$ cat config.mk
export PLATFORM = sky130hd
export DESIGN_NAME = apb_master_bridge
export DESIGN_NICKNAME = d
export VERILOG_FILES = /design/src/rtl/apb_master_bridge.sv
export SDC_FILE = /design/constraint.sdc
export NUM_CORES = 1
export LEC_CHECK = 0
export CAP_MARGIN = 20
export CORE_AREA = 3 3 118 120
export CTS_CLUSTER_DIAMETER = 120
export DETAILED_ROUTE_END_ITERATION = 6
export DIE_AREA = 0 0 121 123
export HOLD_SLACK_MARGIN = 0.06
export MAX_ROUTING_LAYER = met4
export PLACE_DENSITY = 0.75
export SETUP_SLACK_MARGIN = 0.05
export SLEW_MARGIN = 15
export SYNTH_ARGS = -nofsm -noshare
export SYNTH_HDL_FRONTEND = slang
export SYNTH_SLANG_ARGS = --single-unit
$ cat constraint.sdc
create_clock -name PCLK -period 2.6 [get_ports PCLK]
set_input_delay 0.52 -clock PCLK [delete_from_list [all_inputs] [get_ports PCLK]]
set_output_delay 0.52 -clock PCLK [all_outputs]
set_load 0.01 [all_outputs]
$ cat src/rtl/apb_master_bridge.sv
// APB master bridge: single-outstanding core request to a 4-slave APB bus with registered completion pulse.
// Optional ACCESS-phase watchdog enabled by defining APB_MASTER_BRIDGE_TIMEOUT_EN.
module apb_master_bridge (
    input  logic        PCLK,
    input  logic        PRESET,
    // request group
    input  logic        req,
    input  logic        req_write,
    input  logic [31:0] req_addr,
    input  logic [31:0] req_wdata,
    output logic        req_ready,
    // APB group
    output logic [31:0] PADDR,
    output logic        PWRITE,
    output logic [31:0] PWDATA,
    output logic        PENABLE,
    output logic [3:0]  PSEL,
    input  logic [31:0] PRDATA0,
    input  logic [31:0] PRDATA1,
    input  logic [31:0] PRDATA2,
    input  logic [31:0] PRDATA3,
    input  logic        PREADY0,
    input  logic        PREADY1,
    input  logic        PREADY2,
    input  logic        PREADY3,
    // response group
    output logic        rsp_valid,
    output logic [31:0] rsp_rdata,
    output logic        rsp_err
);

    typedef enum logic [1:0] {
        S_IDLE,
        S_SETUP,
        S_ACCESS
    } state_t;

    state_t      r_state;
    state_t      w_next;
    logic [31:0] r_addr;
    logic        r_write;
    logic [31:0] r_wdata;
    logic [1:0]  r_slave;
    logic        r_rsp_valid;
    logic        r_rsp_err;
    logic [31:0] r_rsp_rdata;

    logic        w_bad_addr;
    logic        w_ready;
    logic        w_accept;
    logic        w_decerr;
    logic        w_done;
    logic        w_timeout;
    logic        w_pready;
    logic [31:0] w_prdata;

`ifdef APB_MASTER_BRIDGE_TIMEOUT_EN
    logic [7:0]  r_cnt;
`endif

    assign w_bad_addr = (req_addr[15:14] != 2'b00);

    // A decode error answers one cycle later without leaving IDLE; holding it off while a
    // pulse is already out keeps two completion pulses from landing back to back.
    assign w_ready = (r_state == S_IDLE) && !(r_rsp_valid && w_bad_addr);

    always_comb begin
        w_pready = 1'b0;
        w_prdata = '0;
        case (r_slave)
            2'd0: begin w_pready = PREADY0; w_prdata = PRDATA0; end
            2'd1: begin w_pready = PREADY1; w_prdata = PRDATA1; end
            2'd2: begin w_pready = PREADY2; w_prdata = PRDATA2; end
            default: begin w_pready = PREADY3; w_prdata = PRDATA3; end
        endcase
    end

    always_comb begin
        w_next    = r_state;
        w_accept  = 1'b0;
        w_decerr  = 1'b0;
        w_done    = 1'b0;
        w_timeout = 1'b0;
        case (r_state)
            S_IDLE: begin
                if (req && w_ready) begin
                    if (w_bad_addr) begin
                        w_decerr = 1'b1;
                    end else begin
                        w_accept = 1'b1;
                        w_next   = S_SETUP;
                    end
                end
            end
            S_SETUP: begin
                w_next = S_ACCESS;
            end
            S_ACCESS: begin
                if (w_pready) begin
                    w_done = 1'b1;
                    w_next = S_IDLE;
                end
`ifdef APB_MASTER_BRIDGE_TIMEOUT_EN
                else if (r_cnt == 8'd254) begin
                    w_timeout = 1'b1;
                    w_next    = S_IDLE;
                end
`endif
            end
            default: begin
                w_next = S_IDLE;
            end
        endcase
    end

    always_ff @(posedge PCLK) begin
        if (PRESET) begin
            r_state     <= S_IDLE;
            r_addr      <= '0;
            r_write     <= 1'b0;
            r_wdata     <= '0;
            r_slave     <= '0;
            r_rsp_valid <= 1'b0;
            r_rsp_err   <= 1'b0;
            r_rsp_rdata <= '0;
        end else begin
            r_state <= w_next;
            if (w_accept) begin
                r_addr  <= req_addr;
                r_write <= req_write;
                r_wdata <= req_wdata;
                r_slave <= req_addr[13:12];
            end
            r_rsp_valid <= w_decerr | w_done | w_timeout;
            r_rsp_err   <= w_decerr | w_timeout;
            r_rsp_rdata <= (w_done && !r_write) ? w_prdata : '0;
        end
    end

`ifdef APB_MASTER_BRIDGE_TIMEOUT_EN
    // Counts stalled ACCESS cycles; the 255th stall (count 254 on entry) aborts.
    always_ff @(posedge PCLK) begin
        if (PRESET || r_state == S_SETUP) begin
            r_cnt <= '0;
        end else if (r_state == S_ACCESS && !w_pready) begin
            r_cnt <= r_cnt + 8'd1;
        end
    end
`endif

    assign req_ready = w_ready;
    assign PADDR     = r_addr;
    assign PWRITE    = r_write;
    assign PWDATA    = r_wdata;
    assign PENABLE   = (r_state == S_ACCESS);
    assign PSEL      = (r_state == S_IDLE) ? 4'b0000 : (4'b0001 << r_slave);
    assign rsp_valid = r_rsp_valid;
    assign rsp_err   = r_rsp_err;
    assign rsp_rdata = r_rsp_rdata;

endmodule

wires.png
(3 px per um) Two of the layers only.
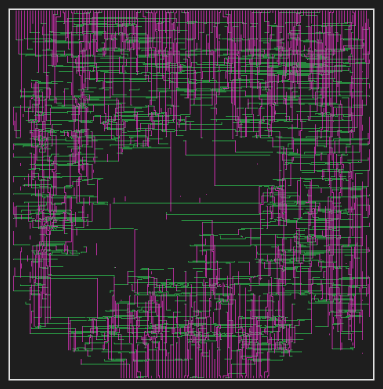
color	layer	wire length
green	metal 1	7040 um
magenta	metal 2	8570 um

detail.png
Region (40, 42) to (80, 82) um. Cells in gray, sequential cells in the stronger gray; small squares are vias.
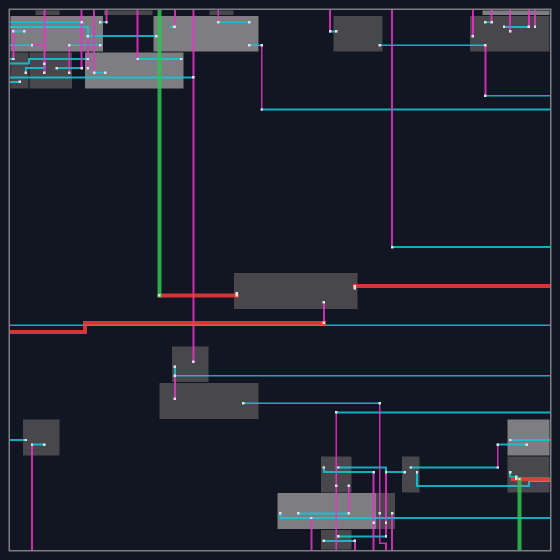
color	layer
magenta	metal 2
cyan	metal 1
red	metal 3
green	metal 4
netlist names of flops here include	`PADDR` (4)
most frequent	dfxtp_1 (3), and3_1 (2), buf_4 (2)
cells with their middle in the window	16
sequential cells in the window	4

placement.png
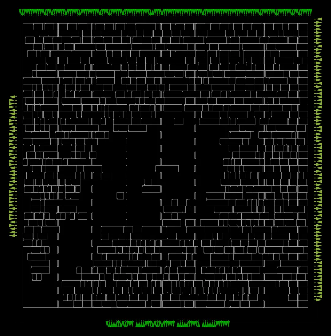
standard-cell rows: 42
sequential share of cell area: 26.0%
final sequential cell count: 101

io_placement.png
(4 px per um) Pins as bars across the die edge, other pins in gray.
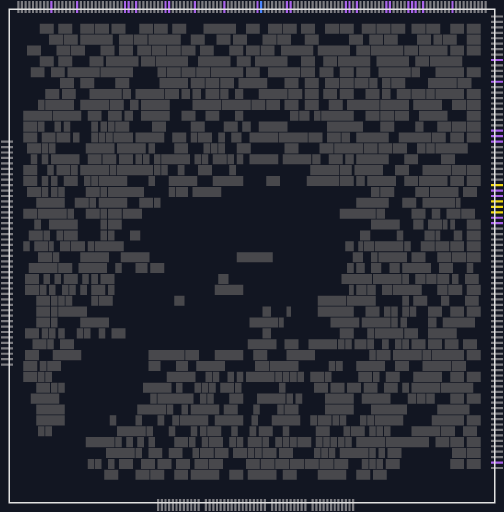
color	port	pins	direction	edge
blue	`PREADY1`	1	input	top
purple	`PRDATA1`	32	input	22 top, 10 right
yellow	`PSEL`	4	output	right

routing by layer:
metal  vias to the layer above  GRT usage [%]
li1                       2127              -
met1                      2187           27.1
met2                       206           36.2
met3                        20           4.71
met4                         0           6.52
met5                         -              -
per-stage QoR:
step | total power (uW) | TNS (ps) | utilization (%)
after floorplan | 1900 | 0 | -
after global placement | 2300 | -189 | 57.2
after detailed placement | 2310 | -188 | 57.2
after CTS | 3700 | 0 | 59.5
after global routing | 3810 | 0 | 59.5
final | 3660 | 0 | 59.5
report_power, final:
group	internal [uW]	switching (uW)
clock network	801	580
registers	1580	25.9
logic	438	233
cells by family (layout without fill, tap and decap cells):
family,count (synthesis),in the layout
AOI/OAI and AO/OA,130,130
buffers and inverters,47,337
DFF,101,101
muxes,33,33
and+or+nand+nor,115,115
==> run summary <==
Implementation results. The final max-slew violation count recorded for this run is 0. H-tree depth landed at 3. The detailed placer reported the number of placed instances as 876.

In this run the critical register-to-register path is launched from PADDR[12]. For this run, the top clock speed supported by timing is 0.416 GHz. Subtracting the final worst setup slack from the clock period gives 2400 ps.

Ranking logic cells in the layout by count gives the top entries sky130_fd_sc_hd__clkdlybuf4s50_1 (301), sky130_fd_sc_hd__dfxtp_1 (100), sky130_fd_sc_hd__nand3_1 (63), sky130_fd_sc_hd__a21oi_1 (63), sky130_fd_sc_hd__o21ai_1 (56). Clock cells make up 3.99% of the layout cell area. The OpenROAD report gives the critical path a required time of 2080 ps. Counting only logic cells after layout, the most numerous master is sky130_fd_sc_hd__clkdlybuf4s50_1.

The floorplan step set the die width to 121 um. Tally of yosys warning messages landed at 0. Area of all placed cells without fillers landed at 0.00778 mm^2. The commonest cells after synthesis are sky130_fd_sc_hd__dfxtp_1 (101), sky130_fd_sc_hd__a21oi_1 (63), sky130_fd_sc_hd__nand3_1 (63), sky130_fd_sc_hd__o21ai_1 (56). Final hold analysis gives a worst-case slack of 464 ps.

Post-synth area from yosys stat landed at 0.00447 mm^2. The portion of synthesized area spent on multiplexers is 16.6%. The cell sequence reported for the critical path is clkdlybuf4s50_1, or4_2, o21ai_0, clkbuf_2. Once detail routing completed, the nets flagged for antenna violations numbered 0. The clock net in this run drives a total of 101 sinks.

The biggest slice of the area belongs to buffers. For reference, full adder, half adder and majority cells occupy 0% of the area reported after synthesis. Floorplan core density landed at 34.2%. Floorplan die height landed at 123 um.

TritonCTS built the clock tree. The number of gates resized after CTS was 1. Sum of net half-perimeters after detailed placement landed at 13200 um. For this run, combinational gates with multiple inputs come to 278. Once placement finished, the instance area stood at 0.00748 mm^2.

Smallest setup slack after layout landed at 199 ps. Count of buffers added by post-CTS timing repair for setup landed at 0. The critical path's slowest stage uses the library cell sky130_fd_sc_hd__or4_2.

Among the non-sequential cells, multiplexers take the most area. In the log, the iteration count for the first detailed-route pass is 4. Post-layout period usage of the worst path landed at 92.3%. Clock latency on the worst-skew pair landed at 340 ps.

The timing report gives the biggest stage delay along the critical path as 680 ps. The number of hold buffers added after CTS was 0. The final timing report lists clock skew as 8.38 ps. The run finished with clean final reports. Wire length on met1 landed at 7040 um. VDD sags by at most 0.275 mV. Count of clock-net buffers in the final layout landed at 11.

Number of top-level design ports landed at 305. Per the synth stats, the flop cell with the highest instance count is sky130_fd_sc_hd__dfxtp_1. Input and output buffers added on the ports amount to 304.

In the Yosys report the total cell count is 426. The main area contributors are sky130_fd_sc_hd__dfxtp_1 (45%), sky130_fd_sc_hd__mux4_2 (17%), sky130_fd_sc_hd__a21oi_1 (7.1%). Setup repair after global routing left no endpoint under its margin.

Fraction of synthesized cell area in xor and xnor cells landed at 0%. Count of non-filler cells in the finished layout landed at 892. The first global-routing pass estimated 24600 um of wire. Number of signal-net buffers in the layout landed at 319. In the final report, the number of hold violations comes to 0. Netlist area before placement landed at 0.00447 mm^2. For the worst min-delay path, the startpoint reported by OpenROAD is PADDR[20]. Averaged over all synthesized cells, the footprint is 10.5 um^2. The area taken by multi-input combinational cells is reported as 0.00206 mm^2. The critical path in this run is classified as primary input to output port. Area of the die landed at 0.0149 mm^2. Cell count of the worst reg-to-reg path landed at 4.

Layout buffering overhead excluding clock cells landed at 40.7%.
Power figures rest on the tool's default switching activity, not on a simulated workload.
